`src/rtl/pipeline_hazard_controller.sv`:
```
// Stall/flush sequencer for the 5-stage pipeline.
// It merges the load-use, branch-redirect, data-memory-wait and halt hazards
// into one set of pipeline-register enables and bubble controls.
// It also keeps saturating stall and flush counters for performance debug.
//
//   state       | meaning
//   ------------+----------------------------------------------------------
//   ST_RUN      | normal issue; hazards resolved cycle by cycle
//   ST_MEM_WAIT | data-memory access outstanding; waitCnt counts stall cycles
//   ST_HALT     | retired ecall or memory timeout; frozen until reset
module pipeline_hazard_controller #(
   parameter int unsigned MAX_WAIT = 16,
   parameter int unsigned CNT_W    = 32
) (
   input  logic             CLK,
   input  logic             RSTn,
   input  logic             memRead_EX,
   input  logic [4:0]       RD_EX,
   input  logic [4:0]       RS1_ID,
   input  logic [4:0]       RS2_ID,
   input  logic             useRS1_ID,
   input  logic             useRS2_ID,
   input  logic             branchTaken_EX,
   input  logic             memReq_MEM,
   input  logic             memReady,
   input  logic             haltReq_WB,
   output logic             pcWrite,
   output logic             IF_ID_WE,
   output logic             ID_EX_WE,
   output logic             EX_MEM_WE,
   output logic             MEM_WB_WE,
   output logic             IF_ID_flush,
   output logic             ID_EX_nop,
   output logic             MEM_WB_nop,
   output logic             halted,
   output logic             memError,
   output logic [CNT_W-1:0] stallCount,
   output logic [CNT_W-1:0] flushCount
);

   localparam logic [1:0] ST_RUN      = 2'd0;
   localparam logic [1:0] ST_MEM_WAIT = 2'd1;
   localparam logic [1:0] ST_HALT     = 2'd2;

   localparam logic [7:0] MAX_WAIT_C  = 8'(MAX_WAIT);

   logic [1:0]       state_q, state_d;
   logic [7:0]       wait_cnt_q, wait_cnt_d;
   logic             mem_error_q, mem_error_d;
   logic [CNT_W-1:0] stall_cnt_q, stall_cnt_d;
   logic [CNT_W-1:0] flush_cnt_q, flush_cnt_d;

   logic mem_stall;
   logic load_use;

   assign mem_stall = memReq_MEM & ~memReady;
   assign load_use  = memRead_EX & (RD_EX != 5'd0) &
                      ((useRS1_ID & (RS1_ID == RD_EX)) |
                       (useRS2_ID & (RS2_ID == RD_EX)));

   // Hazard priority resolution: pipeline controls and next FSM state
   always_comb begin
      pcWrite     = 1'b1;
      IF_ID_WE    = 1'b1;
      ID_EX_WE    = 1'b1;
      EX_MEM_WE   = 1'b1;
      MEM_WB_WE   = 1'b1;
      IF_ID_flush = 1'b0;
      ID_EX_nop   = 1'b0;
      MEM_WB_nop  = 1'b0;
      state_d     = state_q;
      wait_cnt_d  = wait_cnt_q;
      mem_error_d = mem_error_q;

      if (!RSTn) begin
         // Hold every stage and fill the pipe with bubbles while in reset
         pcWrite     = 1'b0;
         IF_ID_WE    = 1'b0;
         ID_EX_WE    = 1'b0;
         EX_MEM_WE   = 1'b0;
         MEM_WB_WE   = 1'b0;
         IF_ID_flush = 1'b1;
         ID_EX_nop   = 1'b1;
         MEM_WB_nop  = 1'b1;
      end else if (state_q == ST_HALT) begin
         pcWrite   = 1'b0;
         IF_ID_WE  = 1'b0;
         ID_EX_WE  = 1'b0;
         EX_MEM_WE = 1'b0;
         MEM_WB_WE = 1'b0;
      end else if (haltReq_WB) begin
         pcWrite   = 1'b0;
         IF_ID_WE  = 1'b0;
         ID_EX_WE  = 1'b0;
         EX_MEM_WE = 1'b0;
         MEM_WB_WE = 1'b0;
         state_d   = ST_HALT;
      end else if (mem_stall) begin
         // Freeze the front of the pipe; WB drains and takes a bubble
         pcWrite    = 1'b0;
         IF_ID_WE   = 1'b0;
         ID_EX_WE   = 1'b0;
         EX_MEM_WE  = 1'b0;
         MEM_WB_nop = 1'b1;
         if ((state_q == ST_MEM_WAIT) && (wait_cnt_q == MAX_WAIT_C)) begin
            state_d     = ST_HALT;
            mem_error_d = 1'b1;
         end else begin
            state_d    = ST_MEM_WAIT;
            wait_cnt_d = wait_cnt_q + 8'd1;
         end
      end else begin
         state_d    = ST_RUN;
         wait_cnt_d = 8'd0;
         if (branchTaken_EX) begin
            // The ID instruction is squashed, so any load-use on it is moot
            IF_ID_flush = 1'b1;
            ID_EX_nop   = 1'b1;
         end else if (load_use) begin
            pcWrite   = 1'b0;
            IF_ID_WE  = 1'b0;
            ID_EX_nop = 1'b1;
         end
      end
   end

   // Saturating performance counters; neither advances in reset or HALT
   always_comb begin
      stall_cnt_d = stall_cnt_q;
      flush_cnt_d = flush_cnt_q;
      if (RSTn && (state_q != ST_HALT) && !pcWrite && (stall_cnt_q != '1)) begin
         stall_cnt_d = stall_cnt_q + 1'b1;
      end
      if (RSTn && IF_ID_flush && (flush_cnt_q != '1)) begin
         flush_cnt_d = flush_cnt_q + 1'b1;
      end
   end

   // State and counter registers with synchronous active-low reset
   always_ff @(posedge CLK) begin
      if (!RSTn) begin
         state_q     <= ST_RUN;
         wait_cnt_q  <= 8'd0;
         mem_error_q <= 1'b0;
         stall_cnt_q <= '0;
         flush_cnt_q <= '0;
      end else begin
         state_q     <= state_d;
         wait_cnt_q  <= wait_cnt_d;
         mem_error_q <= mem_error_d;
         stall_cnt_q <= stall_cnt_d;
         flush_cnt_q <= flush_cnt_d;
      end
   end

   assign halted     = (state_q == ST_HALT);
   assign memError   = mem_error_q;
   assign stallCount = stall_cnt_q;
   assign flushCount = flush_cnt_q;

endmodule

```
`config.mk`:
```
export PLATFORM = sky130hd
export DESIGN_NAME = pipeline_hazard_controller
export DESIGN_NICKNAME = d
export VERILOG_FILES = /design/src/rtl/pipeline_hazard_controller.sv
export SDC_FILE = /design/constraint.sdc
export NUM_CORES = 1
export LEC_CHECK = 0
export ABC_AREA = 0
export CELL_PAD_IN_SITES_DETAIL_PLACEMENT = 0
export CELL_PAD_IN_SITES_GLOBAL_PLACEMENT = 1
export CORE_AREA = 2 2 115 117
export CTS_CLUSTER_SIZE = 14
export DETAILED_ROUTE_END_ITERATION = 7
export DIE_AREA = 0 0 117 119
export PLACE_DENSITY = 0.75
export SYNTH_ARGS = -nofsm -noshare
export SYNTH_HDL_FRONTEND = slang
export SYNTH_SLANG_ARGS = --single-unit
```
`constraint.sdc`:
```
create_clock -name CLK -period 2.3 [get_ports CLK]
set_clock_uncertainty 0.05 [all_clocks]
set_input_delay 0.46 -clock CLK [delete_from_list [all_inputs] [get_ports CLK]]
set_output_delay 0.46 -clock CLK [all_outputs]
set_load 0.03 [all_outputs]
```
==> flow_metrics.env, run 1 <==
# yosys + openroad results
export IMPL_cts_tree="done"
export IMPL_synthArstFlopShare_pct=0
export IMPL_max_freq_mhz=445.7
export IMPL_p_int_mw=2.361
export IMPL_comb_area_um2=2551
export IMPL_use_met3_pct=3.969
export IMPL_fp_row_count=42
export IMPL_antenna_cells=0
export IMPL_n_all_inverters=15
export IMPL_wirelength_um=11990
export IMPL_ys_seq_share_pct=36.35
export IMPL_clock_power_share_pct=47.4
export IMPL_regArea_um2=1501
export IMPL_ant_nets=0
export IMPL_fp_dieH_um=119
export IMPL_r2r_worst_path_cells=6
export IMPL_min_from="memError"
export IMPL_synth_ff_latch_count=75
export IMPL_synthDistinctLibCells=50
export IMPL_yosys_cells=502
export IMPL_ys_warn_count=0
export IMPL_insertion_delay_ns=0.34
export IMPL_period_minus_slack_ns=2.243
export IMPL_taps=176
export IMPL_hold_viol_final=0
export IMPL_die_area_um2=13920
export IMPL_num_vias=4172
export IMPL_grt_max_degree=43
export IMPL_yosys_most_used_dff="dfxtp_1"
export IMPL_rrSetupSlack_ns=0.14
export IMPL_slew_viol_final=0
export IMPL_h_tree_depth=3
export IMPL_routed_via_density=5.088
export IMPL_nFlopsAndLatches=75
export IMPL_grt_pass1_wl_um=18870
export IMPL_status="finished clean"
export IMPL_numPortBuffers=97
export IMPL_crit_family="simple AND/OR/NAND/NOR gates"
export IMPL_drt_pre_antenna_iters=4
export IMPL_critical_path_slowest_cell="or4_4"
export IMPL_place_area_um2=5565
export IMPL_synth_cellmix_simpleShare_pct=35.96
export IMPL_fin_area_um2=6071
export IMPL_gr_total_overflow=0
export IMPL_yosys_area_top_type="dfxtp_1"
export IMPL_cp_slowest_stage_delay_ns=0.53
export IMPL_nets=667
export IMPL_wl_met3_um=694
export IMPL_warnings=28
export IMPL_drtIter0Drc=237
export IMPL_wl_met2_um=5794
run 1: worst reg2reg max path, stage by stage, from the launching register on:
cell	delay [ns]
dfxtp_1	0.40
nand4_1	0.21
or3_1	0.44
or4_1	0.51
nor4_2	0.22
xnor2_1	0.15
nor2_1	0.05
run 1: cells by family after synthesis:
group                      after synthesis
DFF                                     75
muxes                                   23
adders and majority gates                4
xor gates and xnor gates                34
buffers and inverters                   42
and+or+nand+nor                        270
AOI/OAI and AO/OA                       54
run 1: power by group through the flow:
stage	sequential, mW	combinational (mW)	clock, mW
after floorplan	1.36	0.142	0
after global placement	1.34	0.290	0
after detailed placement	1.34	0.296	0
after CTS	1.31	0.299	1.52
after global routing	1.31	0.352	1.58
final	1.31	0.331	1.48
Figure 1. Routing congestion (run 1).
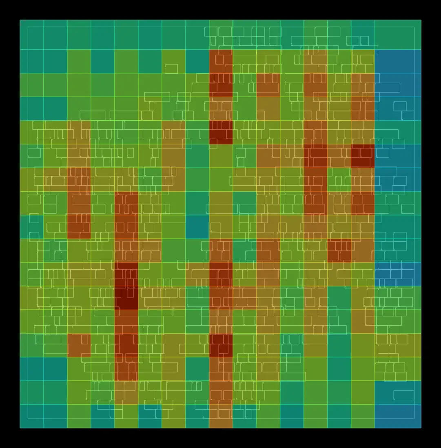
all-layer global routing usage: 16.84%
fin util: 47.15%
Avg WL per Cell: 14.62 um
most used routing layer: met2

Figure 2. Clock wires, drivers and flops (run 1).
(2 px per um)
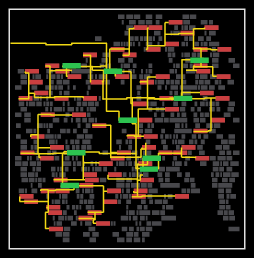
[red] flip-flops | count: 75
[green] clock-net drivers | count: 9
[yellow] clock wires | length: 1130 um
routed clock nets	10
flops lie	all over the die

Figure 3. Close-up of the layout (run 1).
Window x 78 to 98, y 20 to 40 um. Cells in gray, sequential cells in the stronger gray; small squares are vias.
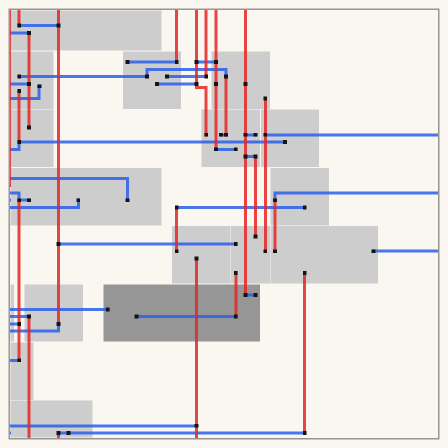
color	layer
red	M2
blue	M1
most frequent	buf_4 (5)
netlist names of flops here include	`stallCount` (1)
sequential cells in the window	1
cells with their middle in the window	15

==> run 1 -> run 2 <==
--- a/config.mk
+++ b/config.mk
@@ -8,10 +8,10 @@
 export ABC_AREA = 0
 export CELL_PAD_IN_SITES_DETAIL_PLACEMENT = 0
 export CELL_PAD_IN_SITES_GLOBAL_PLACEMENT = 1
-export CORE_AREA = 2 2 115 117
+export CORE_AREA = 3 3 116 118
 export CTS_CLUSTER_SIZE = 14
 export DETAILED_ROUTE_END_ITERATION = 7
-export DIE_AREA = 0 0 117 119
+export DIE_AREA = 0 0 119 121
 export PLACE_DENSITY = 0.75
 export SYNTH_ARGS = -nofsm -noshare
 export SYNTH_HDL_FRONTEND = slang
Figure 4. Wiring by layer (run 2).
(3 px per um)
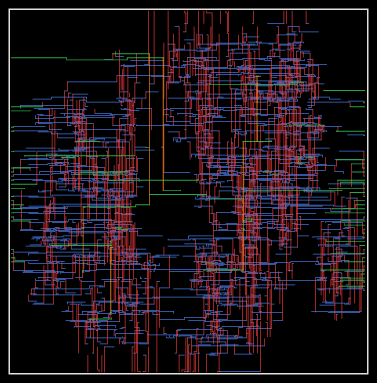
color	layer	wire length
red	M2	6060 um
green	M3	657 um
blue	M1	5670 um
orange	M4	203 um

==> flow_metrics.env, run 2 <==
# yosys + openroad results
export IMPL_status="finished clean"
export IMPL_max_freq_mhz=435.8
export IMPL_crit_family="AND-OR/OR-AND gates"
export IMPL_period_minus_slack_ns=2.295
export IMPL_critical_path_slowest_cell="or4_4"
export IMPL_fin_area_um2=6133
export IMPL_clock_power_share_pct=44.4
export IMPL_ys_warn_count=0
export IMPL_comb_area_um2=2639
export IMPL_drtIter0Drc=215
export IMPL_yosys_most_used_dff="dfxtp_1"
export IMPL_drt_pre_antenna_iters=4
export IMPL_place_area_um2=5498
export IMPL_ant_nets=0
export IMPL_fp_dieH_um=121
export IMPL_ys_seq_share_pct=36.35
export IMPL_nFlopsAndLatches=75
export IMPL_regArea_um2=1504
export IMPL_routedWlPerCell_um=15.47
export IMPL_taps=172
export IMPL_synthArstFlopShare_pct=0
export IMPL_r2r_worst_path_cells=7
export IMPL_numPortBuffers=97
export IMPL_p_int_mw=2.258
export IMPL_nets=665
export IMPL_num_vias=4230
export IMPL_antenna_cells=0
export IMPL_routed_via_density=5.197
export IMPL_min_from="memError"
export IMPL_slew_viol_final=0
export IMPL_gr_total_overflow=0
export IMPL_wirelength_um=12590
export IMPL_grt_max_degree=48
export IMPL_n_all_inverters=15
export IMPL_die_area_um2=14400
export IMPL_warnings=29
export IMPL_synth_cellmix_simpleShare_pct=35.96
==> run 2: what timing repair did <==
item                       in CTS  in global routing
pin swaps                      17                 14
setup endpoints to repair      32                 40
setup buffers                   5                  3
resized                        65                 27
gates cloned                    4                  0
==> run 2: per-layer routing <==
metal | vias up | GRT usage, % | part of all wire, %
met5 | - | 0 | 0
met2 | 122 | 29.78 | 48
li1 | 2090 | - | -
met3 | 16 | 3.916 | 5.2
met1 | 2002 | 22.00 | 45
met4 | 0 | 6.951 | 1.6
==> run 2: power groups by stage <==
stage / clock (mW) / combinational, mW / sequential (mW)
CTS: 1.37 / 0.345 / 1.31
detailed placement: 0 / 0.286 / 1.34
floorplan: 0 / 0.142 / 1.36
global placement: 0 / 0.283 / 1.34
global route: 1.42 / 0.369 / 1.32
finish: 1.33 / 0.345 / 1.31
Power figures rest on the tool's default switching activity, not on a simulated workload.
